## src/rtl/uart_pkg.sv

```systemverilog
// Purpose : shared UART definitions (RX FSM states, line idle level, default frame geometry).
// Latency : n/a (types and constants only).
// Backpressure: n/a.
// Contents: rx_state_e, UART_IDLE_LEVEL, UART_DATA_BITS, UART_CLKS_PER_BIT, half_bit_cnt().
package uart_pkg;

  typedef enum logic [2:0] {
    IDLE,
    START,
    DATA,
    STOP,
    BREAK
  } rx_state_e;

  localparam logic UART_IDLE_LEVEL   = 1'b1;
  localparam int   UART_DATA_BITS    = 8;
  localparam int   UART_CLKS_PER_BIT = 16;

  // Counter value at which the middle of the start bit is reached.
  function automatic int half_bit_cnt(input int clks_per_bit);
    return (clks_per_bit - 1) / 2;
  endfunction

endpackage

```

## src/rtl/uart_rx_sync.sv

```systemverilog
// Purpose : two-flop synchronizer bringing the async serial line into the clk domain.
// Latency : 2 clk cycles from pin to q.
// Backpressure: none; free-running.
// Ports   : clk, rst_n (sync, active-low), d (async line), q (synchronized line, resets idle-high).
module uart_rx_sync
  import uart_pkg::*;
(
  input  logic clk,
  input  logic rst_n,
  input  logic d,
  output logic q
);

  logic meta_q;
  logic sync_q;

  // Reset to the idle level so a reset never looks like a start edge.
  always_ff @(posedge clk) begin
    if (!rst_n) begin
      meta_q <= UART_IDLE_LEVEL;
      sync_q <= UART_IDLE_LEVEL;
    end else begin
      meta_q <= d;
      sync_q <= meta_q;
    end
  end

  assign q = sync_q;

endmodule

```

## src/rtl/uart_rx_deserializer.sv

```systemverilog
// Purpose : UART 8N1 receiver; samples mid-bit, rebuilds LSB-first data, flags framing/overrun.
// Latency : good stop-bit sample -> rx_valid on the next edge (~2 + (CPB-1)/2 + (DATA_BITS+1)*CPB from start edge).
// Backpressure: rx_valid held until rx_ready; a new byte arriving while held overwrites it and pulses rx_overrun.
// Ports   : clk, rst_n (sync, active-low), rx_serial (async, idle high), rx_data/rx_valid/rx_ready
//           (consumer handshake), rx_busy (not IDLE), rx_frame_err / rx_overrun (1-cycle pulses).
module uart_rx_deserializer
  import uart_pkg::*;
#(
  parameter int CLKS_PER_BIT = UART_CLKS_PER_BIT,
  parameter int DATA_BITS    = UART_DATA_BITS
) (
  input  logic                 clk,
  input  logic                 rst_n,
  input  logic                 rx_serial,
  output logic [DATA_BITS-1:0] rx_data,
  output logic                 rx_valid,
  input  logic                 rx_ready,
  output logic                 rx_busy,
  output logic                 rx_frame_err,
  output logic                 rx_overrun
);

  localparam int CW = $clog2(CLKS_PER_BIT);
  localparam int BW = $clog2(DATA_BITS);

  localparam logic [CW-1:0] CNT_BIT_END = CW'(CLKS_PER_BIT - 1);
  localparam logic [CW-1:0] CNT_MID     = CW'(half_bit_cnt(CLKS_PER_BIT));
  localparam logic [BW-1:0] IDX_LAST    = BW'(DATA_BITS - 1);

  logic                 rx_s;
  rx_state_e            state_q;
  logic [CW-1:0]        cnt_q;
  logic [BW-1:0]        bit_idx_q;
  logic [DATA_BITS-1:0] shift_q;
  logic [DATA_BITS-1:0] shift_d;
  logic [DATA_BITS-1:0] data_q;
  logic                 valid_q;
  logic                 busy_q;
  logic                 frame_err_q;
  logic                 overrun_q;

  uart_rx_sync u_sync (
    .clk   (clk),
    .rst_n (rst_n),
    .d     (rx_serial),
    .q     (rx_s)
  );

  // Shift register with the current sample dropped into its bit slot.
  always_comb begin
    shift_d            = shift_q;
    shift_d[bit_idx_q] = rx_s;
  end

  always_ff @(posedge clk) begin
    if (!rst_n) begin
      state_q     <= IDLE;
      cnt_q       <= '0;
      bit_idx_q   <= '0;
      shift_q     <= '0;
      data_q      <= '0;
      valid_q     <= 1'b0;
      busy_q      <= 1'b0;
      frame_err_q <= 1'b0;
      overrun_q   <= 1'b0;
    end else begin
      frame_err_q <= 1'b0;
      overrun_q   <= 1'b0;
      // Consume; a byte completing this same cycle re-sets valid below.
      if (valid_q && rx_ready) begin
        valid_q <= 1'b0;
      end

      case (state_q)
        IDLE: begin
          if (rx_s != UART_IDLE_LEVEL) begin
            state_q <= START;
            busy_q  <= 1'b1;
            cnt_q   <= '0;
          end
        end

        START: begin
          if (cnt_q == CNT_MID) begin
            cnt_q <= '0;
            if (rx_s != UART_IDLE_LEVEL) begin
              state_q   <= DATA;
              bit_idx_q <= '0;
            end else begin
              // Line went back high before mid start bit: treat as a glitch.
              state_q <= IDLE;
              busy_q  <= 1'b0;
            end
          end else begin
            cnt_q <= cnt_q + CW'(1);
          end
        end

        DATA: begin
          if (cnt_q == CNT_BIT_END) begin
            cnt_q   <= '0;
            shift_q <= shift_d;
            if (bit_idx_q == IDX_LAST) begin
              bit_idx_q <= '0;
              state_q   <= STOP;
            end else begin
              bit_idx_q <= bit_idx_q + BW'(1);
            end
          end else begin
            cnt_q <= cnt_q + CW'(1);
          end
        end

        STOP: begin
          if (cnt_q == CNT_BIT_END) begin
            cnt_q <= '0;
            if (rx_s == UART_IDLE_LEVEL) begin
              data_q    <= shift_q;
              valid_q   <= 1'b1;
              // Previous byte still held and not taken this cycle -> it is lost.
              overrun_q <= valid_q && !rx_ready;
              state_q   <= IDLE;
              busy_q    <= 1'b0;
            end else begin
              frame_err_q <= 1'b1;
              state_q     <= BREAK;
            end
          end else begin
            cnt_q <= cnt_q + CW'(1);
          end
        end

        BREAK: begin
          // Stay here while the line is held low so a break is not seen as a new start.
          if (rx_s == UART_IDLE_LEVEL) begin
            state_q <= IDLE;
            busy_q  <= 1'b0;
            cnt_q   <= '0;
          end
        end

        default: begin
          state_q <= IDLE;
          busy_q  <= 1'b0;
          cnt_q   <= '0;
        end
      endcase
    end
  end

  assign rx_data      = data_q;
  assign rx_valid     = valid_q;
  assign rx_busy      = busy_q;
  assign rx_frame_err = frame_err_q;
  assign rx_overrun   = overrun_q;

endmodule

```

## config.mk

```make
export PLATFORM = sky130hd
export DESIGN_NAME = uart_rx_deserializer
export DESIGN_NICKNAME = d
export VERILOG_FILES = /design/src/rtl/uart_pkg.sv /design/src/rtl/uart_rx_sync.sv /design/src/rtl/uart_rx_deserializer.sv
export SDC_FILE = /design/constraint.sdc
export NUM_CORES = 1
export LEC_CHECK = 0
export ABC_AREA = 1
export CAP_MARGIN = 20
export CORE_MARGIN = 3
export CORE_UTILIZATION = 55
export DETAILED_ROUTE_END_ITERATION = 10
export PLACE_DENSITY = 0.76
export SETUP_SLACK_MARGIN = 0.4
export SLEW_MARGIN = 0
export SYNTH_ARGS = -nofsm -noshare
export SYNTH_HDL_FRONTEND = slang
export SYNTH_SLANG_ARGS = --single-unit
```

## constraint.sdc

```tcl
create_clock -name clk -period 3.75 [get_ports clk]
set_input_delay 1.125 -clock clk [delete_from_list [all_inputs] [get_ports clk]]
set_output_delay 1.125 -clock clk [all_outputs]
set_load 0.005 [all_outputs]
```

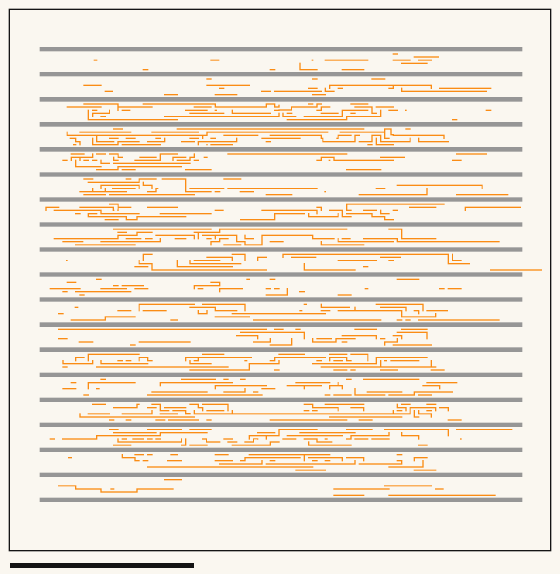
Figure 1: run 1, signal wires on met1.
The bar under the picture is 20 µm long. Supply wires on this layer in grey.
wire length on this layer: 1550 µm
nets with wire on the layer: 216
main direction: horizontal
longest straight run: 23.5 µm
met1 layer usage reported by global route: 29.00%
count of vias placed by the detailed router: 1416
wire length reported by the detailed router: 3217 µm

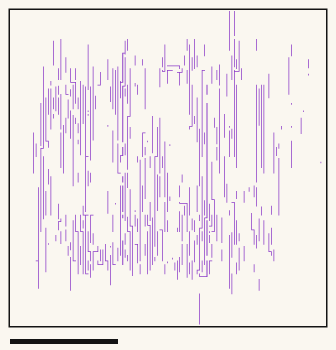
Figure 2: run 1, M2 wires.
The bar under the picture is 20 µm long.
wire length on this layer: 1390 µm
nets with wire on the layer: 184
grt met2 use: 30.78%

==> flow_summary.json, run 1 <==
{
  "status": "finished, final reports clean",
  "worst_path_largest_cell_delay_ns": 0.50,
  "post-synth-top-area-fraction_pct": 42.00,
  "final_nets": 234,
  "cpLargestDelayFamily": "buffers and inverters",
  "worst-slew-pin-transition_ns": 0.4772,
  "worst_ep_arrival_time_ns": 1.19,
  "netlist_logic_family_top": "simple AND/OR/NAND/NOR gates",
  "ys.warnings.count": 0,
  "core_region_area_um2": 2567,
  "netSwitchingPower_mw": 0.3847,
  "final-instance-count-excl-fill": 258,
  "non_clock_buffer_area_share_pct": 9.032,
  "peakVddDrop_mv": 0.5514,
  "rsz_0062_raised_after_global_routing": "no",
  "log.warning_count": 26,
  "yosys.area_share.adder_pct": 2.461,
  "maximum_number_of_pins_on_one_net_before_global_route_repair": 18,
  "num-nonclk-inverters": 17,
  "flop_area_um2": 640.6,
  "cts_hold_repair.buffers": 0,
  "ys_top_cells_by_count": "nand2_1 (42), nor2_1 (40), dfxtp_1 (32)",
  "area_of_the_die_um2": 3441,
  "synth.yosys.seq_area_share_pct": 42.00,
  "placed_cells_incl_taps": 250,
  "n_antenna_cell": 0,
  "critical_path_peak_fanout": 2,
  "drt_first_iter_violations": 68,
  "yosysCellCount": 211,
  "endpoint": "rx_data[6]",
  "ratio_of_routed_vias_to_standard_cells": 5.488,
  "synthMuxAreaShare_pct": 0,
  "cellInternalPower_mw": 0.6271,
  "synth.most_common_cell": "nand2_1",
  "count_of_different_cell_masters_after_synthesis": 23,
  "r2r-start": "cnt_q[0]$_SDFFE_PN0P_",
  "static-leakage-power_nw": 0.7358
}
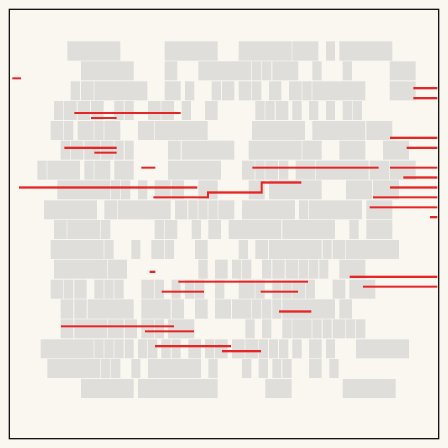
Figure 3: run 1, the metal 3 layer.
share of all routed wire: 7.3%
nets with wire on the layer: 25
longest straight run: 24.1 µm
main direction: horizontal
met3 usage in global routing: 4.167%

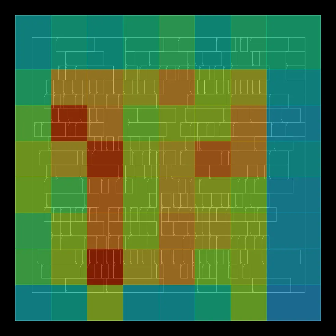
Figure 4: run 1, track usage over the die.
overall track demand over capacity in global routing: 20.77%
final design utilization: 67.98%
DR WL/cell: 12.47 µm
Top Usage Layer GRT: met2

[run 1: routing by layer]
metal / up-vias / routed length, µm
met3: 7 / 234
met1: 640 / 1550
li1: 724 / -
met5: - / 0
met2: 45 / 1389
met4: 0 / 42
[run 1: power by group through the flow]
stage / registers (mW) / logic, mW / clock network (mW)
3_5_place_dp: 0.430 / 0.325 / 0
4_1_cts: 0.423 / 0.328 / 0.261
6_report: 0.425 / 0.330 / 0.257
2_1_floorplan: 0.401 / 0.288 / 0
5_1_grt: 0.429 / 0.375 / 0.277
3_3_place_gp: 0.429 / 0.323 / 0
[run 1: state kept, by name (all words and copies together), names as in the netlist]
register       count
bit_idx_q          3
u_sync.meta_q      1
cnt_q              4
rx_busy            1
state_q            3
shift_q            8
rx_data            8
rx_frame_err       1
u_sync.q           1
rx_valid           1
rx_overrun         1
==> run 2: changes to the inputs <==
==> constraint.sdc (replaced) <==
create_clock -name clk -period 2.4 [get_ports clk]
set_input_delay 0.72 -clock clk [delete_from_list [all_inputs] [get_ports clk]]
set_output_delay 0.72 -clock clk [all_outputs]
set_load 0.005 [all_outputs]
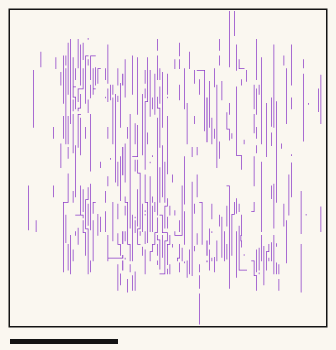
Figure 5: run 2, M2 wires.
The bar under the picture is 20 µm long.
main direction: vertical
nets with wire on the layer: 181
share of all routed wire: 43%
count of vias placed by the detailed router: 1411
grt met2 use: 32.85%
wire length reported by the detailed router: 3290 µm

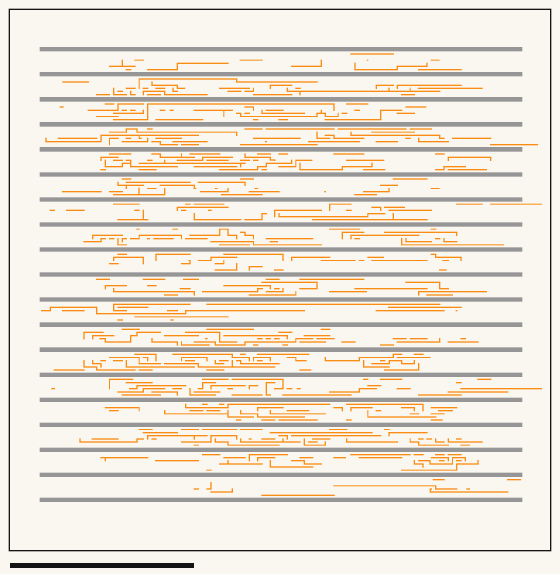
Figure 6: run 2, signal wires on met1.
The bar under the picture is 20 µm long. Supply wires on this layer in grey.
longest straight run: 25.3 µm
main direction: horizontal
nets with wire on the layer: 218
wire length on this layer: 1520 µm
share of all routed wire: 46%
met1 layer usage reported by global route: 28.47%

==> run 2 against run 1 <==
Via count decreased by 0.35%. Final area increased by 0.43%. Register-to-register slack got worse by 1.4 ns. Critical path depth unchanged. Sequential power increased by 56%. Sequential share of layout area decreased by 0.16 points. Cell count increased by 0.39%. Power increased by 57%. Critical path type unchanged. Critical endpoint is now rx_data[1]. Largest cell class unchanged. Largest power group unchanged.
==> flow_summary.json, run 2 <==
{
  "cellInternalPower_mw": 0.9809,
  "n_antenna_cell": 0,
  "count_of_different_cell_masters_after_synthesis": 23,
  "final_nets": 235,
  "core_region_area_um2": 2567,
  "timing.reg2reg.setup_slack_ns": 0.63,
  "worst_path_largest_cell_delay_ns": 0.51,
  "netSwitchingPower_mw": 0.6052,
  "combinationalPower_mw": 0.519,
  "cpLargestDelayFamily": "buffers and inverters",
  "ratio_of_routed_vias_to_standard_cells": 5.448,
  "flop_area_um2": 640.6,
  "peakVddDrop_mv": 0.8259,
  "rsz_0062_raised_after_global_routing": "no",
  "synth.most_common_cell": "nand2_1",
  "critical_path_peak_fanout": 2,
  "layout.core_utilization_pct": 68.27,
  "powerClk_mw": 0.406,
  "worst_ep_arrival_time_ns": 1.20,
  "log.warning_count": 26,
  "status": "finished, final reports clean",
  "worst-slew-pin-transition_ns": 0.4134,
  "dr_wl_cell_um": 12.70,
  "highest-signal-layer": "met4",
  "met3WireLength_um": 305,
  "synthMuxAreaShare_pct": 0,
  "maximum_number_of_pins_on_one_net_before_global_route_repair": 17,
  "placed_cells_incl_taps": 251,
  "yosys.area_share.adder_pct": 2.461,
  "ys_top_cells_by_count": "nand2_1 (42), nor2_1 (40), dfxtp_1 (32)",
  "drt_first_iter_violations": 99,
  "grt_util_all_layers_pct": 21.65,
  "cts_hold_repair.buffers": 0,
  "m1WireLength_um": 1521,
  "area_of_the_die_um2": 3441,
  "ys.warnings.count": 0,
  "static-leakage-power_nw": 0.7406,
  "grt_pass1_wl_um": 5727,
  "num-nonclk-inverters": 17,
  "post-synth-top-area-fraction_pct": 42.00,
  "r2r-start": "cnt_q[0]$_SDFFE_PN0P_",
  "final-instance-count-excl-fill": 259,
  "sequentialPower_mw": 0.661,
  "yosysCellCount": 211
}
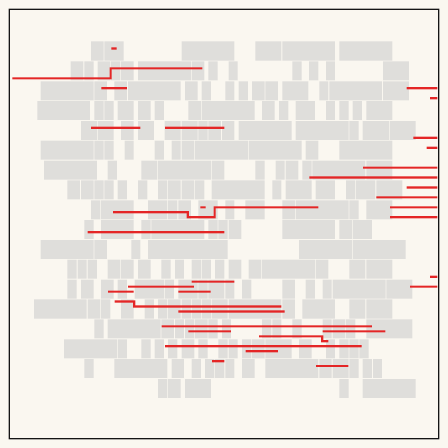
Figure 7: run 2, the metal 3 layer.
nets with wire on the layer: 30
share of all routed wire: 9.3%
met3 usage in global routing: 6.798%

-- run 2: netlist changes by cell type in the layout (fill, tap and decap cells not counted), sizes merged --
| cell | change |
|---|---|
| buf | +1 |
-- run 2: worst max path at each step --
stage                            startpoint                       to
global route        rx_data[4]$_SDFFE_PN0P_               rx_data[4]
global placement                      rst_n      rx_valid$_SDFF_PN0_
floorplan             cnt_q[0]$_SDFFE_PN0P_  rx_data[0]$_SDFFE_PN0P_
finish              rx_data[1]$_SDFFE_PN0P_               rx_data[1]
detailed placement                    rst_n      rx_valid$_SDFF_PN0_
CTS                 rx_data[1]$_SDFFE_PN0P_               rx_data[1]
-- run 2: cells by family after synthesis --
group	count (synthesis)
AOI/OAI and AO/OA	29
buffers and inverters	24
and+or+nand+nor	123
adders and majority gates	3
DFF	32
==> run 3: changes to the inputs <==
--- a/config.mk
+++ b/config.mk
@@ -8,9 +8,9 @@
 export ABC_AREA = 1
 export CAP_MARGIN = 20
 export CORE_MARGIN = 3
-export CORE_UTILIZATION = 55
+export CORE_UTILIZATION = 50
 export DETAILED_ROUTE_END_ITERATION = 10
-export PLACE_DENSITY = 0.76
+export PLACE_DENSITY = 0.73
 export SETUP_SLACK_MARGIN = 0.4
 export SLEW_MARGIN = 0
 export SYNTH_ARGS = -nofsm -noshare
==> constraint.sdc (replaced) <==
create_clock -name clk -period 1.65 [get_ports clk]
set_input_delay 0.495 -clock clk [delete_from_list [all_inputs] [get_ports clk]]
set_output_delay 0.495 -clock clk [all_outputs]
set_load 0.005 [all_outputs]
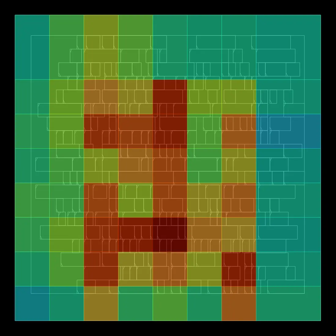
Figure 8: run 3, track usage over the die.
grt met2 use: 34.29%
DR WL/cell: 14.81 µm
met1 layer usage reported by global route: 28.79%
overall track demand over capacity in global routing: 22.27%
final design utilization: 73.86%

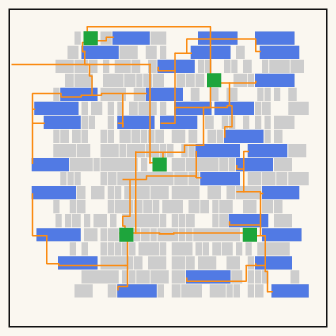
Figure 9: run 3, routed clock nets over the placement.
[orange] clock wires | length: 441 µm
[green] clock-net drivers | count: 5
[blue] flip-flops | count: 32
routed clock nets: 6
flops lie: all over the die
clock latency on the worst-skew pair: 0.34 ns
setup skew after layout: 0.004493 ns
reported clock group power: 0.686 mW

==> run 3 against run 2 <==
Clock skew down 0.00050 ns. Combinational power increased by 140%. Cell count is 7.7% higher. Global-route usage is 0.62 points higher. Worst setup slack got worse by 0.21 ns. Largest power group is now combinational cells.
==> flow_summary.json, run 3 <==
{
  "status": "finished, final reports clean",
  "total_setup_buffers_inserted_after_cts": 7,
  "r2r-start": "cnt_q[0]$_SDFFE_PN0P_",
  "ratio_of_routed_vias_to_standard_cells": 5.685,
  "area_of_the_die_um2": 3749,
  "final-instance-count-excl-fill": 279,
  "highest-signal-layer": "met4",
  "n_antenna_cell": 0,
  "endpoint": "state_q[2]$_SDFFE_PN0P_",
  "log.warning_count": 28,
  "synth.most_common_cell": "nand2_1",
  "m1WireLength_um": 1831,
  "worst_setup_path_startpoint": "cnt_q[0]$_SDFFE_PN0P_",
  "placed_cells_incl_taps": 256,
  "met3WireLength_um": 245,
  "grt.met3_usage_pct": 6.709,
  "critical_path_peak_fanout": 6,
  "flop_area_um2": 675.6,
  "static-leakage-power_nw": 0.8880,
  "ys.warnings.count": 0,
  "grt.overflow.total": 0,
  "cpLargestDelayFamily": "simple AND/OR/NAND/NOR gates",
  "top_usage_layer_grt": "met2",
  "cts_hold_repair.buffers": 0,
  "maximum_number_of_pins_on_one_net_before_global_route_repair": 17,
  "grt_pass1_wl_um": 6120,
  "worst_path_largest_cell_delay_ns": 0.37,
  "peakVddDrop_mv": 1.265,
  "synthMuxAreaShare_pct": 0,
  "timing.reg2reg.setup_slack_ns": 0.26,
  "hold_path.class": "flop to flop",
  "count_of_different_cell_masters_after_synthesis": 23,
  "drt_first_iter_violations": 104,
  "core_region_area_um2": 2829,
  "grt_pass1_vias": 1318,
  "post-synth-top-area-fraction_pct": 42.00,
  "ys_top_cells_by_count": "nand2_1 (42), nor2_1 (40), dfxtp_1 (32)",
  "final_nets": 254,
  "synth.cell_area_um2": 1525,
  "yosys.area_share.adder_pct": 2.461
}
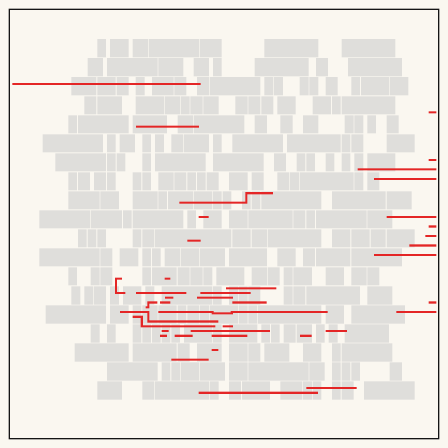
Figure 10: run 3, the metal 3 layer.
nets with wire on the layer: 33
wire length on this layer: 246 µm
share of all routed wire: 5.9%
longest straight run: 26.7 µm
main direction: horizontal
count of vias placed by the detailed router: 1586
wire length reported by the detailed router: 4133 µm

## run 3: cell counts after synthesis
No cell type changed its count.
## run 3: final cells by class
cell class	instances	area share [%]
repair buffers	35	13.05
clock buffers	7	3.114
clock inverters	1	1.437
flip-flops and latches	32	32.34
multi-input cells	156	44.91
inverters	17	3.293
well taps	31	1.856
## run 3: kinds of logic (layout without fill, tap and decap cells)
family,after synthesis,in the layout
simple gates,123,124
flops,32,32
compound gates,29,29
buf+inv,24,60
fa+ha+maj,3,3
## run 3: report_power, final
group,internal (mW),total (mW),switching [mW]
clock,0.402,0.686,0.284
combinational,0.493,1.27,0.781
sequential,0.869,0.958,0.0891
Power figures rest on the tool's default switching activity, not on a simulated workload.
